$ cat src/rtl/fetch_predict_stage_pkg.sv
// Shared definitions for the fetch/predict stage: predictor sizing,
// 2-bit counter encodings and the counter update rule.
package fetch_predict_stage_pkg;

  localparam int IDX_W_DEF = 6;

  typedef enum logic [1:0] {
    CNT_SNT = 2'd0,
    CNT_WNT = 2'd1,
    CNT_WT  = 2'd2,
    CNT_ST  = 2'd3
  } bht_cnt_e;

  localparam bht_cnt_e    CNT_RESET = CNT_WNT;
  localparam logic [31:0] NOP_INSTR = 32'h0000_0013;

  // Saturating step of a 2-bit direction counter.
  function automatic bht_cnt_e cnt_next(input bht_cnt_e c, input logic taken);
    bht_cnt_e n;
    n = c;
    case (c)
      CNT_SNT: n = taken ? CNT_WNT : CNT_SNT;
      CNT_WNT: n = taken ? CNT_WT  : CNT_SNT;
      CNT_WT:  n = taken ? CNT_ST  : CNT_WNT;
      CNT_ST:  n = taken ? CNT_ST  : CNT_WT;
      default: n = CNT_RESET;
    endcase
    return n;
  endfunction

endpackage

$ cat src/rtl/fetch_predict_stage_branch_predictor.sv
// Direct-mapped branch predictor: 2-bit BHT plus tagged BTB, all in flops.
// One combinational lookup port, one synchronous training port. A lookup
// and an update to the same entry in one cycle: lookup sees the old state.
module fetch_predict_stage_branch_predictor
  import fetch_predict_stage_pkg::*;
#(
  parameter int IDX_W = IDX_W_DEF
) (
  input  logic        clk,
  input  logic        rst,
  input  logic [31:2] lookup_pc,
  output logic        lookup_taken,
  output logic [31:0] lookup_target,
  input  logic        upd_en,
  input  logic [31:2] upd_pc,
  input  logic        upd_taken,
  input  logic [31:0] upd_target
);

  localparam int N     = 1 << IDX_W;
  localparam int TAG_W = 30 - IDX_W;

  bht_cnt_e           cnt_q [N];
  logic               vld_q [N];
  logic [TAG_W-1:0]   tag_q [N];
  logic [31:0]        tgt_q [N];

  logic [IDX_W-1:0]   lk_idx;
  logic [IDX_W-1:0]   up_idx;
  logic [TAG_W-1:0]   lk_tag;
  logic [TAG_W-1:0]   up_tag;
  logic               lk_hit;

  assign lk_idx = lookup_pc[IDX_W+1:2];
  assign lk_tag = lookup_pc[31:IDX_W+2];
  assign up_idx = upd_pc[IDX_W+1:2];
  assign up_tag = upd_pc[31:IDX_W+2];

  assign lk_hit        = vld_q[lk_idx] && (tag_q[lk_idx] == lk_tag);
  assign lookup_taken  = lk_hit && (cnt_q[lk_idx] >= CNT_WT);
  assign lookup_target = tgt_q[lk_idx];

  // Direction counters and valid bits: cleared on reset, trained on update.
  always_ff @(posedge clk) begin
    if (!rst) begin
      for (int i = 0; i < N; i++) begin
        cnt_q[i] <= CNT_RESET;
        vld_q[i] <= 1'b0;
      end
    end else if (upd_en) begin
      cnt_q[up_idx] <= cnt_next(cnt_q[up_idx], upd_taken);
      if (upd_taken) vld_q[up_idx] <= 1'b1;
    end
  end

  // BTB tag/target written only by taken updates; meaningless while invalid.
  always_ff @(posedge clk) begin
    if (rst && upd_en && upd_taken) begin
      tag_q[up_idx] <= up_tag;
      tgt_q[up_idx] <= upd_target;
    end
  end

endmodule

$ cat src/rtl/fetch_predict_stage.sv
// Instruction-fetch stage: PC register, next-PC selection using the branch
// predictor, and the IF/ID pipeline register feeding decode.
// Interface protocol: there is no valid/ready handshake; StallF, StallD,
// FlushD and RedirectE are levels sampled on every rising edge, and the
// IF/ID outputs are always meaningful (a flushed slot reads as all zeros).
module fetch_predict_stage
  import fetch_predict_stage_pkg::*;
#(
  parameter logic [31:0] RESET_PC = 32'h0000_0000,
  parameter int          IDX_W    = IDX_W_DEF
) (
  input  logic        clk,
  input  logic        rst,
  output logic [31:0] PCF,
  input  logic [31:0] InstrF,
  input  logic        StallF,
  input  logic        StallD,
  input  logic        FlushD,
  input  logic        UpdateE,
  input  logic [31:0] UpdatePCE,
  input  logic        UpdateTakenE,
  input  logic [31:0] UpdateTargetE,
  input  logic        RedirectE,
  input  logic [31:0] RedirectPCE,
  output logic [31:0] InstrD,
  output logic [31:0] PCD,
  output logic [31:0] PCPlus4D,
  output logic        PredTakenD,
  output logic [31:0] PredTargetD
);

  logic        pred_taken;
  logic [31:0] btb_target;
  logic [31:0] pc_plus4;
  logic [31:0] pred_next;
  logic [31:0] pc_next;
  logic        unused_upd_lsb;

  // Word-aligned instructions: the low PC bits never reach the predictor.
  assign unused_upd_lsb = ^UpdatePCE[1:0];

  fetch_predict_stage_branch_predictor #(
    .IDX_W (IDX_W)
  ) u_branch_predictor (
    .clk           (clk),
    .rst           (rst),
    .lookup_pc     (PCF[31:2]),
    .lookup_taken  (pred_taken),
    .lookup_target (btb_target),
    .upd_en        (UpdateE),
    .upd_pc        (UpdatePCE[31:2]),
    .upd_taken     (UpdateTakenE),
    .upd_target    (UpdateTargetE)
  );

  assign pc_plus4  = PCF + 32'd4;
  assign pred_next = pred_taken ? btb_target : pc_plus4;

  // Next-PC priority: redirect from EX, then fetch stall, then prediction.
  always_comb begin
    pc_next = pred_next;
    if (RedirectE)   pc_next = RedirectPCE;
    else if (StallF) pc_next = PCF;
  end

  // PC register.
  always_ff @(posedge clk) begin
    if (!rst) PCF <= RESET_PC;
    else      PCF <= pc_next;
  end

  // IF/ID register: flush beats stall, otherwise capture the fetch slot.
  always_ff @(posedge clk) begin
    if (!rst || FlushD) begin
      InstrD      <= '0;
      PCD         <= '0;
      PCPlus4D    <= '0;
      PredTakenD  <= 1'b0;
      PredTargetD <= '0;
    end else if (!StallD) begin
      InstrD      <= InstrF;
      PCD         <= PCF;
      PCPlus4D    <= pc_plus4;
      PredTakenD  <= pred_taken;
      PredTargetD <= pred_next;
    end
  end

endmodule

$ cat config.mk
export PLATFORM = sky130hd
export DESIGN_NAME = fetch_predict_stage
export DESIGN_NICKNAME = d
export VERILOG_FILES = /design/src/rtl/fetch_predict_stage_pkg.sv /design/src/rtl/fetch_predict_stage_branch_predictor.sv /design/src/rtl/fetch_predict_stage.sv
export SDC_FILE = /design/constraint.sdc
export NUM_CORES = 2
export LEC_CHECK = 0
export CAP_MARGIN = 25
export CORE_AREA = 2 2 732 916
export CTS_BUF_LIST = sky130_fd_sc_hd__clkbuf_2 sky130_fd_sc_hd__clkbuf_4 sky130_fd_sc_hd__clkbuf_8
export DETAILED_ROUTE_END_ITERATION = 8
export DIE_AREA = 0 0 734 918
export SLEW_MARGIN = 20
export SYNTH_ARGS = -nofsm -noshare
export SYNTH_HDL_FRONTEND = slang
export SYNTH_HIERARCHICAL = 1
export SYNTH_SLANG_ARGS = --single-unit
$ cat constraint.sdc
create_clock -name clk -period 12.8 [get_ports clk]
set_input_delay 3.2 -clock clk [delete_from_list [all_inputs] [get_ports clk]]
set_output_delay 3.2 -clock clk [all_outputs]
set_load 0.01 [all_outputs]
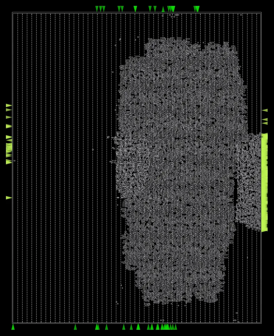
Figure 1: cell placement.
Core Region: 0.6648 mm2
flop count: 3935

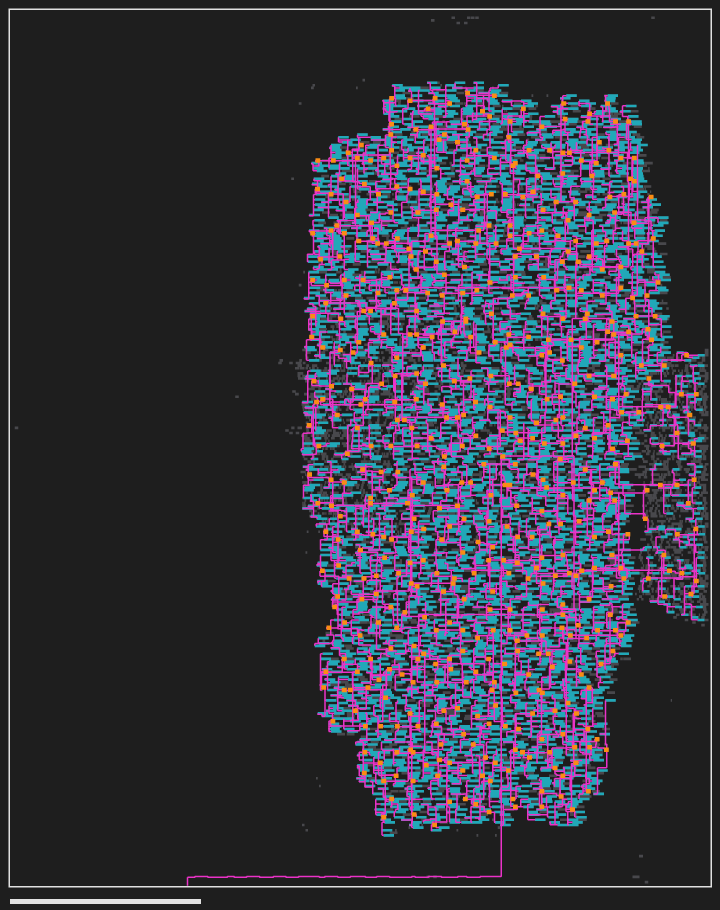
Figure 2: clock distribution.
Scale bar: 200 um.
[cyan] flip-flops | count: 3935
[magenta] clock wires | length: 47.7 mm
[orange] clock drivers | count: 563
routed clock nets	564
Clock Latency Late Sink: 1.09 ns
Clock Skew: 0.07829 ns

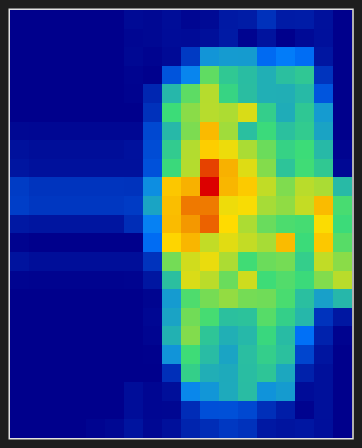
Figure 3: routed metal per tile.
18 x 23 tiles, from dark blue (low) to red (high), scaled to the fullest tile. Values are wire area over tile area, all layers added.
densest ninth of the die	east
mean over tiles	0.12
emptiest ninth of the die	south-west
fullest tile	0.52
nearly empty tiles	36%
tiles over half the peak	21%
Routed WL: 483700 um
DR WL/cell: 28.13 um
gr usage total: 13.71%
total vias in the final route: 80640

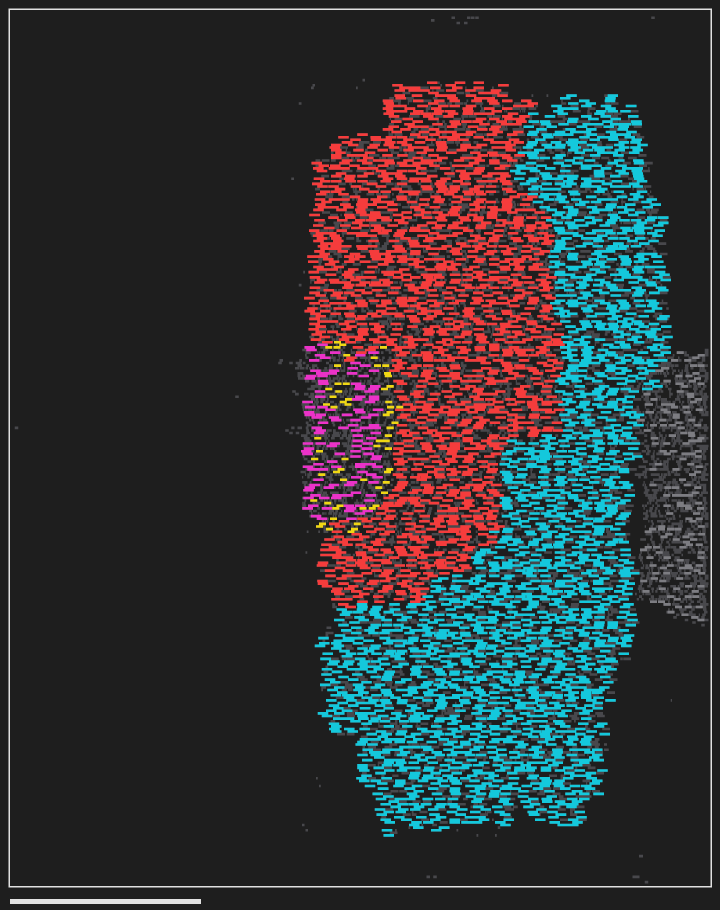
Figure 4: register map, names as in the netlist.
Scale bar: 200 um. Other sequential cells in the stronger grey, the rest of the logic in the fainter grey.
colour	netlist name	flops
magenta	u_branch_predictor/cnt_q	128
yellow	u_branch_predictor/vld_q	64
cyan	u_branch_predictor/tgt_q	2048
red	u_branch_predictor/tag_q	1536
not coloured	159

cell type report:
| cell class | instances | area, um2 | area share (%) |
|---|---|---|---|
| antenna | 55 | 137.6 | 0.07730 |
| timing repair buffer | 583 | 5554 | 3.119 |
| clock inverter | 214 | 1201 | 0.6746 |
| tap | 8762 | 10960 | 6.157 |
| clock buffer | 755 | 9346 | 5.249 |
| sequential | 3935 | 116000 | 65.12 |
| inverter | 18 | 85.08 | 0.04778 |
| multi-input combinational | 2870 | 34810 | 19.55 |
power breakdown:
| part | total [mW] | internal [mW] | switching [mW] |
|---|---|---|---|
| combinational | 1.74 | 0.683 | 1.06 |
| clock | 9.65 | 4.87 | 4.78 |
| sequential | 14.2 | 14.1 | 0.0579 |
| total | 25.6 | 19.7 | 5.90 |
==> flow_metrics.env <==
# physical design summary
export IMPL_placed_cell_area_mm2=0.1668
export IMPL_area_delta_synth_final_pct=16.78
export IMPL_cp_end_kind="flop"
export IMPL_placed_cells=16140
export IMPL_vias_per_cell=4.691
export IMPL_pin_count=297
export IMPL_die_w_um=734
export IMPL_ys_sh_adder_pct=0.02134
export IMPL_cts_setup_buffers=0
export IMPL_min_to="u_branch_predictor/vld_q[0]"
export IMPL_route_met3_wl_um=46880
export IMPL_grt_pass1_wl_um=654200
export IMPL_hold_ws_ns=0.4557
export IMPL_yosys_cells=7282
export IMPL_wl_met1_um=178400
export IMPL_status="completed"
export IMPL_fp_util_pct=22.94
export IMPL_utilization_pct=26.78
export IMPL_min_path_type="reg -> reg"
export IMPL_edf_count=3712
export IMPL_topCombFamilyByArea="multiplexers"
export IMPL_critPathMaxStageDelay_ns=0.89
export IMPL_busiest_layer="met2"
export IMPL_r2r_slack_ns=5.10
export IMPL_antenna_left=0
export IMPL_dr_max_layer_used="met5"
export IMPL_syn_inst=7282
export IMPL_met2_usage_pct=23.30
export IMPL_powerDensity_mw_per_mm2=143.6
export IMPL_ys_ff=3935
export IMPL_post_synth_top_count_cell="edfxtp_1"
export IMPL_htree_levels=6
export IMPL_synth_simple_gate_area_share_pct=2.995
export IMPL_slew_violations=0
export IMPL_fillers=66250
export IMPL_maxCapViolCount=0
export IMPL_largest_area_cell="edfxtp_1"
export IMPL_ys_seq_share_pct=76.03
export IMPL_vdd_ir_drop_max_mv=0.07492
export IMPL_max_freq_mhz=129.8
export IMPL_yosysUniqueCellTypes=79
export IMPL_top_cells_by_area="edfxtp_1 (73%), mux4_2 (15%), dfxtp_1 (2.9%)"
export IMPL_slowest_stage="mux2i_1"
export IMPL_cp_num_cells=15
export IMPL_route_met2_wl_um=237000
export IMPL_dp_hpwl_um=269300
export IMPL_finalNonFillerCells=17190
export IMPL_synth_area_mm2=0.1525
export IMPL_finalPower_mw=25.57
export IMPL_regMostFlops="u_branch_predictor/tgt_q"
export IMPL_whs_path_depth=1
export IMPL_fin_area_mm2=0.1781
export IMPL_cp_arrival_ns=8.69
export IMPL_mostFrequentLayoutCells="edfxtp_1 (3712), mux4_2 (1001), clkbuf_8 (588), nand2_1 (312), buf_4 (247)"
export IMPL_crit_fanout=55
export IMPL_finalSetupViolCount=0
export IMPL_tightest_slew_ns=1.155
export IMPL_min_from="u_branch_predictor/vld_q[0]"
export IMPL_fin_crit_ns=7.701
export IMPL_layout_nets=8108
export IMPL_synthFlopType="edfxtp_1"
export IMPL_antenna_found_initial=55
export IMPL_cp_start_kind="flop"
export IMPL_warnings=38
export IMPL_tns_ns=0
export IMPL_place_worst_setup_slack_ns=5.055
export IMPL_die_h_um=918
export IMPL_cts_made_buffers=563
export IMPL_lay_top_count="edfxtp_1"
export IMPL_routabilityCongestion=0.7963
export IMPL_crit_chain="buf_4 > buf_4 > mux2i_1 > o221ai_1 > o22ai_1 > o21ai_0 > nand4_1 > xnor2_1 > nor4_1 > nand4_1 > nor4_4 > buf_4 > mux2i_1 > o21ai_0 > and2_1"
export IMPL_grt_pass1_vias=80030
export IMPL_cpMostUsedCell="buf_4"
export IMPL_cp_endpoint="PredTargetD[5]"
export IMPL_finalCritPeriodShare_pct=60.17
export IMPL_grt_use_met3_pct=3.512
export IMPL_drcViolationCount=0
export IMPL_syn_area_per_cell_um2=20.94
export IMPL_r2r_cells=15
export IMPL_path_class="reg -> reg"
export IMPL_critPathLaunch="PCF[2]"
export IMPL_largest_reg_flops=2048
export IMPL_ys_warn_count=6
export IMPL_p_leak_nw=53.93
export IMPL_r2r_end="PredTargetD[5]"
export IMPL_clock_path_buffers=4
export IMPL_drtIter0Drc=9725
export IMPL_reg2reg_from="PCF[2]"
export IMPL_setup_ws_ns=5.099
export IMPL_mux_area_share_pct=16.35
export IMPL_drt_pass1_iter_count=6
export IMPL_synth_top_area_share_pct=73.11
export IMPL_io_buffers=294
export IMPL_cts_root_buf="clkbuf_8"
export IMPL_grt_start_max_net_pins=121
export IMPL_xor_share_pct=0.2864
export IMPL_cts_tree="done"
export IMPL_largestRegisters="u_branch_predictor/tgt_q x2048, u_branch_predictor/tag_q x1536, u_branch_predictor/cnt_q x128"
export IMPL_async_reset_ff_share_pct=0
export IMPL_dieArea_mm2=0.6738
export IMPL_rows=335
export IMPL_holdBufCountCts=0
export IMPL_synthTopCellsByCount="edfxtp_1 (3712), mux4_2 (1001), nand2_1 (312), nor2_1 (288), dfxtp_1 (223)"
export IMPL_grt_met1_usage_pct=16.59
export IMPL_relSlewSlack_pct=22.99
export IMPL_drive_above_1_share_pct=27.89
export IMPL_gr_total_overflow=0
export IMPL_critPathTopFamily="simple AND/OR/NAND/NOR gates"
export IMPL_clk_pin_slew_ns=0.07
export IMPL_clock_sinks=3935
export IMPL_rsz0062_at_grt="no"
export IMPL_ys_chip_area_mm2=0.1525
export IMPL_aoi_share_pct=2.796
export IMPL_cp_required_ns=13.79
export IMPL_cts_resized=0
export IMPL_synth_nets=7419
export IMPL_hold_violations=0
export IMPL_path_buffers=3
Power and IR drop assume default switching activity.
